===== src/rtl/sweep_sequencer_pkg.sv =====
// sampler_pkg: state encoding and result-entry layout shared by the sweep sequencer.
package sampler_pkg;
    localparam logic [2:0] S_IDLE        = 3'd0;
    localparam logic [2:0] S_ARM         = 3'd1;
    localparam logic [2:0] S_REQUEST     = 3'd2;
    localparam logic [2:0] S_WAIT_RESULT = 3'd3;
    localparam logic [2:0] S_STORE       = 3'd4;
    localparam logic [2:0] S_DRAIN       = 3'd5;
    localparam int ENTRY_W = 64;
    localparam int SEL_W   = 32;
    localparam int RES_W   = 32;
    localparam int SEL_LSB = 32;
    localparam int RES_LSB = 0;
endpackage


===== src/rtl/sweep_sequencer_if.sv =====
// sweep_sequencer_if: run/result handshake between the sequencer (master) and the sampler (slave).
interface sweep_sequencer_if;
    import sampler_pkg::*;
    logic             request_run;
    logic [SEL_W-1:0] dut_signal_select;
    logic             sampler_running;
    logic             sampler_result_ready;
    logic [RES_W-1:0] sampler_result;
    modport master (output request_run, dut_signal_select, input sampler_running, sampler_result_ready, sampler_result);
    modport slave  (input request_run, dut_signal_select, output sampler_running, sampler_result_ready, sampler_result);
endinterface


===== src/rtl/sweep_sequencer_result_fifo.sv =====
// result_fifo: show-ahead FIFO; head entry is always visible on dout, pops while empty are ignored.
module result_fifo #(
    parameter int FIFO_DEPTH = 16,
    parameter int WIDTH      = 64
) (
    input  logic                        clk,
    input  logic                        rst_n,
    input  logic                        push,
    input  logic [WIDTH-1:0]            din,
    input  logic                        pop,
    output logic [WIDTH-1:0]            dout,
    output logic                        empty,
    output logic [$clog2(FIFO_DEPTH):0] count
);
    localparam int AW = $clog2(FIFO_DEPTH);
    localparam logic [AW:0] FULL = (AW+1)'(FIFO_DEPTH);
    logic [WIDTH-1:0] mem [FIFO_DEPTH];
    logic [AW-1:0] wr_ptr, rd_ptr;
    logic do_push, do_pop;
    assign do_pop  = pop && count != '0;
    assign do_push = push && count != FULL;
    assign dout    = mem[rd_ptr];
    assign empty   = count == '0;
    always_ff @(posedge clk or negedge rst_n) begin
        if (!rst_n) begin
            mem    <= '{default: '0};
            wr_ptr <= '0;
            rd_ptr <= '0;
            count  <= '0;
        end else begin
            if (do_push) mem[wr_ptr] <= din;
            wr_ptr <= wr_ptr + AW'(do_push);
            rd_ptr <= rd_ptr + AW'(do_pop);
            count  <= count + (AW+1)'(do_push) - (AW+1)'(do_pop);
        end
    end
endmodule


===== src/rtl/sweep_sequencer.sv =====
// sweep_sequencer: steps the sampler's signal select through an arithmetic sweep,
// one run per point, and buffers {select, result} entries for the host.
module sweep_sequencer
    import sampler_pkg::*;
#(
    parameter int FIFO_DEPTH = 16
) (
    input  logic                        clk,
    input  logic                        rst_n,
    input  logic                        start,
    input  logic                        abort,
    input  logic [31:0]                 sweep_first,
    input  logic [31:0]                 sweep_step,
    input  logic [31:0]                 sweep_count,
    sweep_sequencer_if.master           smp,
    input  logic                        fifo_rd_en,
    output logic [ENTRY_W-1:0]          fifo_rd_data,
    output logic                        fifo_empty,
    output logic [$clog2(FIFO_DEPTH):0] fifo_count,
    output logic                        busy,
    output logic                        done
);
    localparam int CW = $clog2(FIFO_DEPTH) + 1;
    localparam logic [CW-1:0] FULL = CW'(FIFO_DEPTH);
    logic [2:0] state;
    logic [31:0] step, count, idx;
    logic [SEL_W-1:0] sel;
    logic [RES_W-1:0] res;
    logic req;
    logic [ENTRY_W-1:0] entry;
    always_comb begin
        entry = '0;
        entry[SEL_LSB +: SEL_W] = sel;
        entry[RES_LSB +: RES_W] = res;
    end
    assign smp.request_run       = req;
    assign smp.dut_signal_select = sel;
    always_ff @(posedge clk or negedge rst_n) begin
        if (!rst_n) begin
            state <= S_IDLE;
            step  <= '0;
            count <= '0;
            idx   <= '0;
            sel   <= '0;
            res   <= '0;
            req   <= 1'b0;
            busy  <= 1'b0;
            done  <= 1'b0;
        end else begin
            done <= 1'b0;
            case (state)
                S_IDLE: if (start) begin
                    step  <= sweep_step;
                    count <= sweep_count;
                    idx   <= '0;
                    sel   <= sweep_first;
                    if (sweep_count == '0) done <= 1'b1;
                    else begin
                        state <= S_ARM;
                        busy  <= 1'b1;
                    end
                end
                // Holding here while full is what guarantees no entry is ever dropped.
                S_ARM: if (abort) begin
                    state <= S_IDLE;
                    busy  <= 1'b0;
                    done  <= 1'b1;
                end else if (fifo_count < FULL && !smp.sampler_running) begin
                    req   <= 1'b1;
                    state <= S_REQUEST;
                end
                S_REQUEST: if (abort || smp.sampler_running) begin
                    req   <= 1'b0;
                    state <= abort ? S_DRAIN : S_WAIT_RESULT;
                end
                S_WAIT_RESULT: if (abort) state <= S_DRAIN;
                else if (smp.sampler_result_ready) begin
                    res   <= smp.sampler_result;
                    state <= S_STORE;
                end
                S_STORE: begin
                    idx <= idx + 32'd1;
                    if (abort || idx + 32'd1 == count) begin
                        state <= S_IDLE;
                        busy  <= 1'b0;
                        done  <= 1'b1;
                    end else begin
                        sel   <= sel + step;
                        state <= S_ARM;
                    end
                end
                S_DRAIN: if (smp.sampler_result_ready || !smp.sampler_running) begin
                    state <= S_IDLE;
                    busy  <= 1'b0;
                    done  <= 1'b1;
                end
                default: state <= S_IDLE;
            endcase
        end
    end
    result_fifo #(.FIFO_DEPTH(FIFO_DEPTH), .WIDTH(ENTRY_W)) u_fifo (
        .clk   (clk),
        .rst_n (rst_n),
        .push  (state == S_STORE),
        .din   (entry),
        .pop   (fifo_rd_en),
        .dout  (fifo_rd_data),
        .empty (fifo_empty),
        .count (fifo_count)
    );
endmodule


===== src/flat_wrapper.sv =====
// flat-port wrapper written by rule: the top's interface ports become plain ports
module sweep_sequencer_flat import sampler_pkg::*;
#(
    parameter int FIFO_DEPTH = 16
)
  (clk, rst_n, start, abort, sweep_first, sweep_step, sweep_count, fifo_rd_en, fifo_rd_data, fifo_empty, fifo_count, busy, done, smp_request_run, smp_dut_signal_select, smp_sampler_running, smp_sampler_result_ready, smp_sampler_result);
  sweep_sequencer_if smp_i ();
  input  logic clk;
  input  logic rst_n;
  input  logic start;
  input  logic abort;
  input  logic [31:0] sweep_first;
  input  logic [31:0] sweep_step;
  input  logic [31:0] sweep_count;
  input  logic fifo_rd_en;
  output logic [ENTRY_W-1:0] fifo_rd_data;
  output logic fifo_empty;
  output logic [$clog2(FIFO_DEPTH):0] fifo_count;
  output logic busy;
  output logic done;
  output wire logic [$bits(smp_i.request_run)-1:0] smp_request_run;
  output wire logic [$bits(smp_i.dut_signal_select)-1:0] smp_dut_signal_select;
  input wire logic [$bits(smp_i.sampler_running)-1:0] smp_sampler_running;
  input wire logic [$bits(smp_i.sampler_result_ready)-1:0] smp_sampler_result_ready;
  input wire logic [$bits(smp_i.sampler_result)-1:0] smp_sampler_result;
  assign smp_request_run = smp_i.request_run;
  assign smp_dut_signal_select = smp_i.dut_signal_select;
  assign smp_i.sampler_running = smp_sampler_running;
  assign smp_i.sampler_result_ready = smp_sampler_result_ready;
  assign smp_i.sampler_result = smp_sampler_result;
  sweep_sequencer #(.FIFO_DEPTH(FIFO_DEPTH)) u_core (.clk(clk), .rst_n(rst_n), .start(start), .abort(abort), .sweep_first(sweep_first), .sweep_step(sweep_step), .sweep_count(sweep_count), .smp(smp_i), .fifo_rd_en(fifo_rd_en), .fifo_rd_data(fifo_rd_data), .fifo_empty(fifo_empty), .fifo_count(fifo_count), .busy(busy), .done(done));
endmodule

===== config.mk =====
export PLATFORM = sky130hd
export DESIGN_NAME = sweep_sequencer_flat
export DESIGN_NICKNAME = d
export VERILOG_FILES = /design/src/rtl/sweep_sequencer_pkg.sv /design/src/rtl/sweep_sequencer_if.sv /design/src/rtl/sweep_sequencer_result_fifo.sv /design/src/rtl/sweep_sequencer.sv /design/src/flat_wrapper.sv
export SDC_FILE = /design/constraint.sdc
export NUM_CORES = 2
export LEC_CHECK = 0
export CORE_MARGIN = 1
export CORE_UTILIZATION = 55
export CTS_BUF_LIST = sky130_fd_sc_hd__clkbuf_16
export DETAILED_ROUTE_END_ITERATION = 8
export GPL_ROUTABILITY_DRIVEN = 0
export HOLD_SLACK_MARGIN = 0.06
export PLACE_DENSITY = 0.77
export SETUP_SLACK_MARGIN = 0.3
export SLEW_MARGIN = 20
export SYNTH_ARGS = -nofsm -noshare
export SYNTH_HDL_FRONTEND = slang
export SYNTH_SLANG_ARGS = --single-unit

===== constraint.sdc =====
create_clock -name clk -period 3.34 [get_ports clk]
set_input_delay 0.334 -clock clk [delete_from_list [all_inputs] [get_ports clk]]
set_output_delay 0.334 -clock clk [all_outputs]
set_load 0.02 [all_outputs]

==> flow_summary.json <==
{
  "setup.worst_path.end_class": "primary output",
  "global_route.usage.met1_pct": 39.4,
  "ff_count": 1203,
  "synth.lib_cells_used.distinct": 69,
  "clock_buffers": 121,
  "dominant_cell_area_share_pct": 53.5,
  "grt_util_met3_pct": 5.15,
  "place.detailed.hpwl_um": 86100,
  "sequential_cell_area_share_pct": 43.5,
  "combined_area_of_all_synthesized_cells_um2": 56300,
  "yosys_register_bits": 1203,
  "buf_share_pct": 10.3,
  "worst_ep_required_time_ps": 3010,
  "slew_headroom_pct": 39.3,
  "maxSlewViolCount": 0,
  "hold_end": "u_core.smp.dut_signal_select[18]",
  "number_of_maximum_capacitance_violations": 0,
  "hold_path_startpoint": "sweep_first[18]",
  "ys_dominant_reg_cell": "dfrtp_1",
  "layout.area.seq_um2": 30100,
  "routed_via_count": 37600,
  "power.share.clock_pct": 22.8,
  "tritoncts.num_buffers": 120,
  "global_route.usage.met2_pct": 48.1,
  "status": "finished, final reports clean",
  "max_stage_delay_ps": 540,
  "cts_hold_buffers": 1,
  "worstSkewPairLatency_ps": 720,
  "synth.area.top_cells": "dfrtp_1 (53%), mux2_2 (23%), mux4_2 (5.1%), mux2i_1 (3.5%), o21ai_0 (1.9%)",
  "min_period_ps": 3170,
  "detail_route.wirelength_um": 155000,
  "post_cts.repair.setup_buffers": 45,
  "comb_area_share_pct": 37.9,
  "clk_path_buf_depth": 3,
  "synth_cells": 4171,
  "highest-signal-layer": "met4",
  "report.final.setup_viol": 0,
  "post-synth-top-area-cell": "dfrtp_1",
  "drive_gt1_share_pct": 46.9,
  "cellLeakagePower_nw": 33.2,
  "root_buffer": "clkbuf_16",
  "finalInstanceArea_um2": 69300,
  "top_power_group": "combinational cells",
  "lay_top_count": "dfrtp_1",
  "i_o_pin_count": 240,
  "power.total_mw": 59.7,
  "synth_area_in_compound_gates_pct": 6.39,
  "worstHoldPathCells": 3,
  "grt_max_degree": 93,
  "yosys.area_share.adder_pct": 1.01,
  "ys_seq_share_pct": 53.5,
  "layout.cells.most_common_list": "dfrtp_1 (1,186), mux2_2 (1,163), buf_4 (221)",
  "netlist.top_cell.by_instances": "dfrtp_1",
  "grt_setup_unrepaired": "true",
  "synth_warnings": 0,
  "detailed_route_wirelength_on_metal3_um": 8650,
  "rows": 116,
  "die_height_um": 322,
  "yosys-stat-cells": 4171,
  "largest_class": "registers",
  "finalClockPeriodUsage_pct": 94.9,
  "async_sr_flop_fraction_pct": 100,
  "die_x_um": 322,
  "clock.fmax_ghz": 0.315,
  "n_all_buffers": 609,
  "slack_of_the_critical_path_ps": 170,
  "drt-wirelength-per-cell_um": 25.6,
  "seqPwrFrac_pct": 33.0,
  "cts_tree": "yes",
  "syn-mean-instance-area_um2": 13.5,
  "final.signal_inverter_count": 22,
  "regToRegStartpoint": "u_core.idx[3]",
  "timing.setup.tns_ps": 0,
  "grt-busiest-layer": "met2",
  "drcViolationCount": 0,
  "drt-initial-drc-count": 2568,
  "nMultiInputCombCells": 2620,
  "largest-register": "u_core.u_fifo.mem",
  "timing.critical_path.cells": "buf_8, buf_6, buf_16, buf_16, mux2_2, o21ai_2, a21oi_2, a22oi_2, nand2_2, buf_6",
  "common_cells": "dfrtp_1 (1,203), mux2_2 (1,165), clkbuf_1 (290)",
  "met2_wirelength_um": 75700,
  "cell_count_post_placement": 5639,
  "setup.worst_path.end": "fifo_rd_data[33]",
  "worst_hold_slack_ps": 178,
  "antenna-diode-count": 1,
  "crit_arrival_ps": 2840,
  "buffer_ports.inserted": 239,
  "postLayoutCoreUtil_pct": 68.8,
  "final_cell_count_no_fill": 6034,
  "clock_sink_count": 1203,
  "worst_slack_at_placement_ps": -88.8,
  "synth_simple_gate_area_share_pct": 3.57,
  "xor_xnor_cells_area_fraction_pct": 1.21,
  "route.antenna.remaining_nets": 0,
  "largest_reg_flops": 1024,
  "finalNetCount": 4755,
  "grt_antenna_before_repair": 1,
  "pwr.group.combinational_mw": 26.4,
  "power-per-cell-area_nw_per_um2": 862,
  "timing_worst_setup_path_type": "reg2out",
  "pwr.group.sequential_mw": 19.7,
  "crit_path_max_fanout": 6,
  "comb_area_um2": 26300,
  "enable_flop_cells": 0,
  "clock_tree_area_fraction_pct": 5.68,
  "post_synth_net_total": 4350,
  "area_growth_from_synthesis_to_layout_pct": 23.1,
  "p_int_mw": 37.5,
  "cts_resized": 411,
  "mux_area_share_pct": 31.9,
  "final_hold_viol_count": 0,
  "power.share.combinational_pct": 44.1,
  "cts.clk_slew.worst_paths_ps": 60,
  "clk_pwr_mw": 13.6,
  "hold_path_class": "in2reg",
  "floorplan.core_util_pct": 55.9,
  "floorplan.die_area_um2": 104000,
  "timing.critical_path.max_delay_family": "buffers and inverters",
  "yosysChipArea_um2": 56300,
  "tapcell.inserted": 1357,
  "worst_setup_path_start_kind": "register",
  "grt_first_pass_wirelength_um": 232000,
  "reported_net_switching_power_mw": 22.2,
  "core_footprint_um2": 101000,
  "vdd_ir_drop_max_uv": 699,
  "p_sw_share_pct": 37.2,
  "crit_path_top_delay_cell": "dfrtp_4",
  "cts_max_level": 3,
  "global_route.usage.total_pct": 29.4,
  "drt-vias-per-instance": 6.23,
  "timing.clock.skew_ps": 22.1,
  "critical_path.startpoint": "u_core.u_fifo.rd_ptr[0]",
  "route.layer.met1.wl_um": 64900,
  "setup.reg_to_reg.worst_slack_ps": 200
}
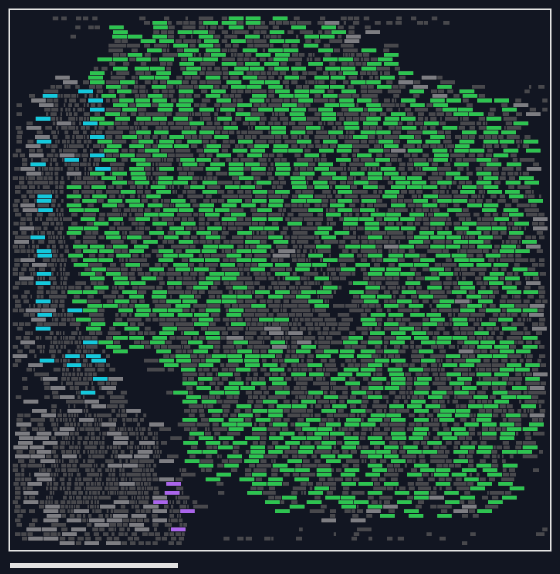
(where the registers sit)
Scale bar: 100 um.
| signal | colour | sequential cells |
|---|---|---|
| u_core.smp.dut_signal_select | cyan | 32 |
| u_core.u_fifo.mem | green | 1,024 |
| u_core.u_fifo.count | purple | 5 |

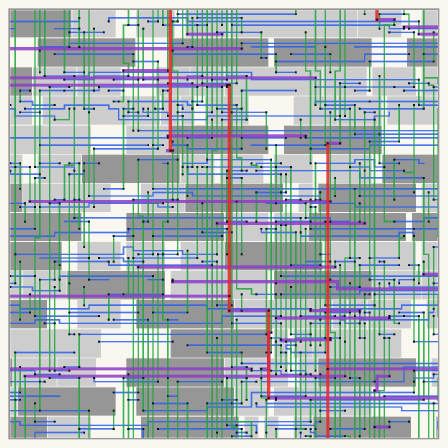
(a small window of the routed layout)
Window x 60 to 100, y 221 to 261 um. Cells in grey, sequential cells in the stronger grey; small squares are vias.
| layer | colour |
|---|---|
| metal 2 | green |
| metal 1 | blue |
| metal 3 | purple |
| metal 4 | red |
sequential cells in the window: 25
cells with their middle in the window: 86
netlist names of flops here include: u_core.u_fifo.mem (25)
most frequent: mux2_2 (25), dfrtp_1 (25)

Power figures rest on the tool's default switching activity, not on a simulated workload.
